$ cat config.mk
export PLATFORM = sky130hd
export DESIGN_NAME = approx_iterative_array_multiplier
export DESIGN_NICKNAME = d
export VERILOG_FILES = /design/src/rtl/approx_iterative_array_multiplier.sv
export SDC_FILE = /design/constraint.sdc
export NUM_CORES = 1
export LEC_CHECK = 0
export CAP_MARGIN = 10
export CORE_UTILIZATION = 50
export DETAILED_ROUTE_END_ITERATION = 8
export HOLD_SLACK_MARGIN = 0.08
export PLACE_DENSITY = 0.8
export SLEW_MARGIN = 10
export SYNTH_ARGS = -nofsm -noshare
export SYNTH_HDL_FRONTEND = slang
export SYNTH_SLANG_ARGS = --single-unit
export TNS_END_PERCENT = 30
$ cat constraint.sdc
create_clock -name clk -period 14.9 [get_ports clk]
set_input_delay 3.725 -clock clk [delete_from_list [all_inputs] [get_ports clk]]
set_output_delay 3.725 -clock clk [all_outputs]
set_load 0.1 [all_outputs]
$ cat src/rtl/approx_iterative_array_multiplier.sv
// Iterative unsigned multiplier: one shared adder row is reused for one partial-product row per cycle.
// The low APPROX_COLS columns use approximate full adders in approximate mode. APPROX_ARRAY_MULT_ACC_EN adds a product accumulator.
`timescale 1ns/1ps
module approx_iterative_array_multiplier #(
  parameter int WIDTH       = 8,
  parameter int APPROX_COLS = 8,
  parameter int ACC_W       = 32
) (
  input  logic                 clk,
  input  logic                 rst,
  input  logic                 in_valid,
  output logic                 in_ready,
  input  logic [WIDTH-1:0]     a_i,
  input  logic [WIDTH-1:0]     b_i,
  input  logic                 approx_en,
  output logic                 out_valid,
  input  logic                 out_ready,
  output logic [2*WIDTH-1:0]   product_o,
  input  logic                 acc_clr,
  output logic [ACC_W-1:0]     acc_o
);

  localparam int PW = 2 * WIDTH;
  localparam int RW = (WIDTH > 1) ? $clog2(WIDTH) : 1;

  typedef enum logic [1:0] {IDLE, BUSY, DONE} state_t;

  state_t          state_reg, state_next;
  logic [WIDTH-1:0] a_reg, b_reg;
  logic            mode_reg;
  logic [PW-1:0]   sum_reg;
  logic [PW-1:0]   product_reg;
  logic [RW-1:0]   row_reg;

  logic            accept;
  logic            row_last;
  logic [PW-1:0]   shifted;
  logic [PW-1:0]   addend;
  logic [PW-1:0]   row_sum;
  logic [PW-1:0]   carry;

  assign accept   = in_valid & in_ready;
  assign row_last = (row_reg == RW'(WIDTH - 1));

  // State register
  always_ff @(posedge clk) begin
    if (rst) begin
      state_reg <= IDLE;
    end else begin
      state_reg <= state_next;
    end
  end

  // Next-state logic
  always_comb begin
    state_next = state_reg;
    case (state_reg)
      IDLE: if (in_valid) state_next = BUSY;
      BUSY: if (row_last) state_next = DONE;
      DONE: if (out_ready) state_next = in_valid ? BUSY : IDLE;
      default: state_next = IDLE;
    endcase
  end

  // Output logic
  always_comb begin
    in_ready  = 1'b0;
    out_valid = 1'b0;
    case (state_reg)
      IDLE: in_ready = 1'b1;
      DONE: begin
        in_ready  = out_ready;
        out_valid = 1'b1;
      end
      default: ;
    endcase
  end

  assign shifted = {{WIDTH{1'b0}}, a_reg} << row_reg;
  assign addend  = b_reg[row_reg] ? shifted : '0;
  assign carry[0] = 1'b0;

  // One ripple row; the carry out of the top column is dropped since it cannot occur exactly
  for (genvar gi = 0; gi < PW; gi++) begin : g_col
    logic x, y, c;
    assign x = sum_reg[gi];
    assign y = addend[gi];
    assign c = carry[gi];
    if (gi < PW - 1) begin : g_carry
      assign carry[gi+1] = (x & y) | (x & c) | (y & c);
    end
    if (gi < APPROX_COLS) begin : g_approx
      assign row_sum[gi] = mode_reg ? (x ^ y) : (x ^ y ^ c);
    end else begin : g_exact
      assign row_sum[gi] = x ^ y ^ c;
    end
  end

  always_ff @(posedge clk) begin
    if (rst) begin
      a_reg       <= '0;
      b_reg       <= '0;
      mode_reg    <= 1'b0;
      sum_reg     <= '0;
      row_reg     <= '0;
      product_reg <= '0;
    end else if (accept) begin
      a_reg    <= a_i;
      b_reg    <= b_i;
      mode_reg <= approx_en;
      sum_reg  <= '0;
      row_reg  <= '0;
    end else if (state_reg == BUSY) begin
      sum_reg <= row_sum;
      row_reg <= row_reg + 1'b1;
      if (row_last) product_reg <= row_sum;
    end
  end

  assign product_o = product_reg;

`ifdef APPROX_ARRAY_MULT_ACC_EN
  logic             handshake;
  logic [ACC_W-1:0] acc_reg;

  assign handshake = out_valid & out_ready;

  // A clear coinciding with a handshake clears first, then adds the delivered product
  always_ff @(posedge clk) begin
    if (rst) begin
      acc_reg <= '0;
    end else if (handshake) begin
      acc_reg <= (acc_clr ? '0 : acc_reg) + ACC_W'(product_reg);
    end else if (acc_clr) begin
      acc_reg <= '0;
    end
  end

  assign acc_o = acc_reg;
`else
  logic unused_acc_clr;
  assign unused_acc_clr = acc_clr;
  assign acc_o = '0;
`endif

endmodule
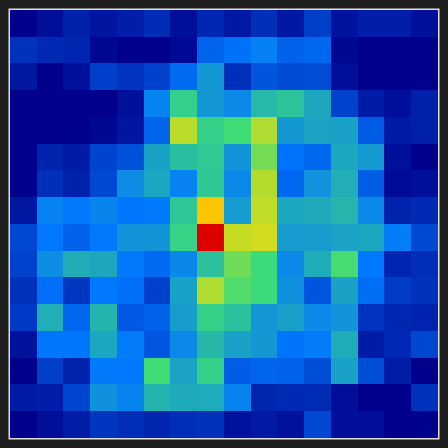
Fig. 1. Wire density map (run 1).
The die is cut into 16 by 16 equal tiles; dark blue is low, red is high, scaled to the fullest tile. Values are wire area over tile area, all layers added.
densest ninth of the die: center
emptiest ninth of the die: upper left
fullest tile: 0.68
mean over tiles: 0.14

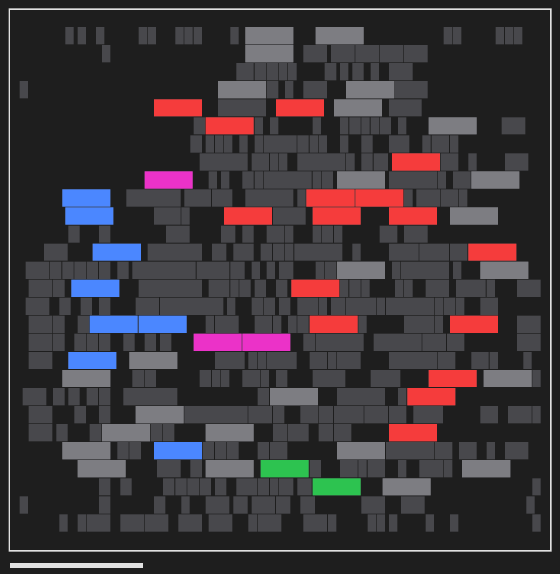
Fig. 2. Sequential cells colored by netlist name (run 1).
Bar = 20 um. Other sequential cells in the stronger gray, the rest of the logic in the fainter gray.
legend:
  `sum_reg`:
    color: red
    sequential_cells: 16
  `row_reg`:
    color: magenta
    sequential_cells: 3
  `a_reg`:
    color: blue
    sequential_cells: 8
    where: middle left
  `state_reg`:
    color: green
    sequential_cells: 2
not colored: 25

==> summary.txt, run 1 <==
impl run done, here's what came out: Iteration-0 DRC Markers=142, Post-synth seq share=34.3%, Tmin final=9.72 ns, GR peak layer=met2, routed vias/inst=5.27, Post-Syn Area=3150 sq um, global route total overflow=0, CP required=around 11 ns, largest net degree at the start of global routing=37, cell-internal power=a little over 200 uW, Rows=28, most numerous logic cell after layout=dfxtp_1, fraction of layout cells with a size suffix above 1=4.51%, hold slack=0.462 ns, worst path bufs/invs=2, Clk Latency, worst-skew pair=roughly 0.31 ns, Worst Reg-to-Reg Cells=22, CTS tree=done, crit path DAT=5.99 ns, Most common reg cell=dfxtp_1, critical path's most frequent cell=clkdlybuf4s50_1, Util after Layout=between 50% and 60%, critical path depth in cells=4, most frequent cells in the layout=dfxtp_1, nand2_1, a21oi_1, clkdlybuf4s50_1, conb_1, delay-heaviest family, CP=buffers and inverters, mi-comb count=~270, Seq cells post-synth=54, synthesized area per cell=8.82 sq um, slowest stage delay, CP=1.00 ns, Setup crit start=out_ready, yosys warning tally=0, first-pass GRT wire length=10200 um, CTS resizes=0, Async S/R FF share, synth=0%, Tot Pwr=314 uW, post-place setup slack=a little over 5 ns, RSZ-0062 raised after global routing=false, total clock sinks=between 50 and 60, IO buf count=38, WS Path Type=primary input to output port, cell count after placement=about 440, yosys cell count=roughly 360, drt drc=0, Power Dens Cells=89.9 nW/um^2, Unique cell types=35, flop share of the area=31.0%, CP Launch Type=primary input, num ports=slightly above 70, Hold Crit Depth=2, registers=54, register-to-register setup slack=7.07 ns, fa+ha+maj area frac=between 10% and 20%, Area growth syn-to-layout=10.7%, top sig layer=met4, clock-cell share of area=2.73%, Init Core Util=52.6%, final tally of max-slew violations=0, combinational share of power=22.7%, Hold Path Class=register to register, CP max-delay cell=clkdlybuf4s50_1, Post-synth area hogs=dfxtp_1, fa_1, buf_4, a21oi_1, nand2_1, RD Place Congestion=0.897, CTS root buf=clkbuf_8, skew final=0.0111 ns, AND/OR/NAND/NOR Cells, Area Fraction=15.6%, Via Count=2383, Routed Wire Length=6040 um, top area contributor share=34.3%, logic area=approximately 1800 sq um, ANT cells=0, Dominant combinational family=simple AND/OR/NAND/NOR gates, setup ws final=5.18 ns, nonclk buf count=40, Max Cap Violations=0, CP endpoint kind=output port, worst vdd ir=42.0 uV, Final setup viols=0, Tcrit/Tclk final=65.2%, All-Layer GR Usage=19.9%, Die Height=81.4 um, Final Hold Viols=0, outcome=complete, no violations, H-tree Lvls=2
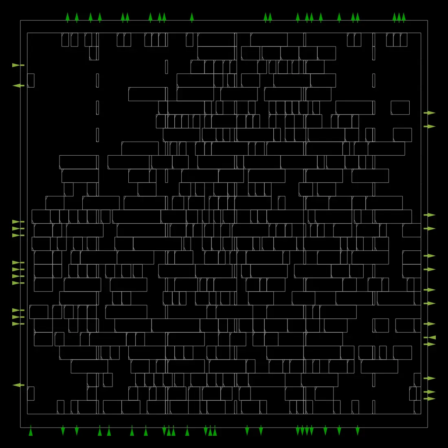
Fig. 3. Placement view (run 1).
Core ar.: 5990 sq um
post-route insts no fill: 452

Fig. 4: run 1, clock network drawn from the DEF
Bar = 20 um.
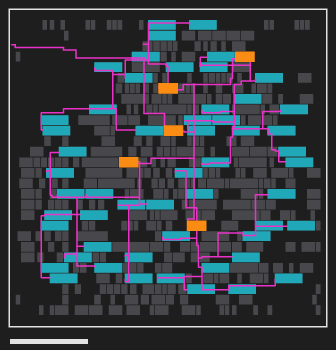

==> run 2, diff against run 1 <==
==> constraint.sdc (replaced) <==
create_clock -name clk -period 9.23 [get_ports clk]
set_input_delay 2.3075 -clock clk [delete_from_list [all_inputs] [get_ports clk]]
set_output_delay 2.3075 -clock clk [all_outputs]
set_load 0.1 [all_outputs]
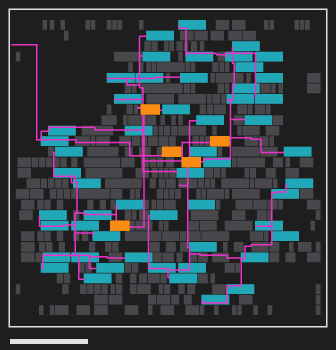
Fig. 5. Clock network drawn from the DEF (run 2).
Bar = 20 um.
legend:
  clock wires:
    color: magenta
    length: 620 um
  flip-flops:
    color: cyan
    count: 54
  cells driving clock nets:
    color: orange
    count: 5
routed clock nets: 6

==> run 2 against run 1 <==
Against the previous run:
- via count up 0.67%
- register-to-register slack lost 5.7 ns
- power is 68% higher
- count of clock-buffer cells in the layout did not move
- clock skew is 0.0046 ns lower
- first-iteration DRC count up 6.3%
- critical path depth up 18
- combinational power is about 60% higher
- sequential share of layout area shrank 0.15 points
==> summary.txt, run 2 <==
impl run done, here's what came out: outcome=complete, no violations (unchanged), total clock network power=162 uW (was 86.7 uW), H-tree Lvls=2 (unchanged), top area contributor share=34.3% (unchanged), Core ar.=5990 sq um (unchanged), CP Launch Type=register (was primary input), Init Core Util=52.6% (unchanged), Async S/R FF share, synth=0% (unchanged), cell count after placement=444 (unchanged), Clk Latency, worst-skew pair=0.30 ns (was 0.31 ns), num ports=72 (unchanged), CTS tree=done (unchanged), flop share of the area=30.8% (was 31.0%), top sig layer=met4 (unchanged), Iteration-0 DRC Markers=151 (was 142), delay-heaviest family, CP=adder cells (was buffers and inverters), clock tree buffer depth=2 (unchanged), Final Hold Viols=0 (unchanged), ANT cells=0 (unchanged), RSZ-0062 raised after global routing=false (unchanged), worst path bufs/invs=3 (was 2), registers=54 (unchanged), mi-comb count=267 (unchanged), post-route insts no fill=451 (was 452), final tally of max-slew violations=0 (unchanged), IO buf count=38 (unchanged), setup ws final=1.39 ns (was 5.18 ns), register-to-register setup slack=1.39 ns (was 7.07 ns), synthesized area per cell=8.82 sq um (unchanged), skew final=0.00652 ns (was 0.0111 ns), Comb group=114 uW (was 71.1 uW), Setup crit start=row_reg[0] (was out_ready), Die Height=81.4 um (unchanged), Most common reg cell=dfxtp_1 (unchanged), most numerous logic cell after layout=dfxtp_1 (unchanged), GR peak layer=met2 (unchanged), critical path depth in cells=22 (was 4), fraction of layout cells with a size suffix above 1=4.26% (was 4.51%), critical path's most frequent cell=fa_1 (was clkdlybuf4s50_1), CP required=9.45 ns (was 11.18 ns), GRT met3 Usage=3.15% (was 3.48%), CTS resizes=0 (unchanged), Slew Limit Headroom=35.4% (was 34.8%), worst vdd ir=85.3 uV (was 42.0 uV), first-pass GRT wire length=10300 um (was 10200 um), nonclk buf count=40 (unchanged), cell-internal power=354 uW (was 203 uW), Power Dens Cells=151 nW/um^2 (was 89.9 nW/um^2), slowest stage delay, CP=0.78 ns (was 1.00 ns), CP max-delay cell=dfxtp_1 (was clkdlybuf4s50_1), yosys warning tally=0 (unchanged), crit path DAT=8.06 ns (was 5.99 ns), WS Path Type=register to register (was primary input to output port), clock share of power=30.8% (was 27.6%), clock-cell share of area=3.21% (was 2.73%), largest net degree at the start of global routing=37 (unchanged), post-place setup slack=1.48 ns (was 5.15 ns), Rows=28 (unchanged), yosys cell count=357 (unchanged), drt drc=0 (unchanged), global route total overflow=0 (unchanged), Routed Wire Length=5960 um (was 6040 um), Dominant combinational family=simple AND/OR/NAND/NOR gates (unchanged), most frequent cells in the layout=dfxtp_1, nand2_1, a21oi_1, clkdlybuf4s50_1, conb_1 (unchanged), vias in the first global route=2251 (was 2197), Hold Path Class=register to register (unchanged), Seq cells post-synth=54 (unchanged), final net count=422 (unchanged), Via Count=2399 (was 2383), routed vias/inst=5.32 (was 5.27), router iterations before antenna repair=4 (unchanged), Tcrit/Tclk final=85.0%, Post-synth area hogs=dfxtp_1, fa_1, buf_4, a21oi_1, nand2_1 (unchanged), Unique cell types=35 (unchanged), TritonCTS Buffers=5 (unchanged), RD Place Congestion=0.893 (was 0.897), All-Layer GR Usage=20.2% (was 19.9%), Tot Pwr=528 uW (was 314 uW), Post-synth seq share=34.3% (unchanged), hold slack=0.458 ns (was 0.462 ns), Worst Reg-to-Reg Cells=22 (unchanged), Post-Syn Area=3150 sq um (unchanged), Area growth syn-to-layout=11.2% (was 10.7%)
No activity file was given, so power comes from the tool's default toggle rates.
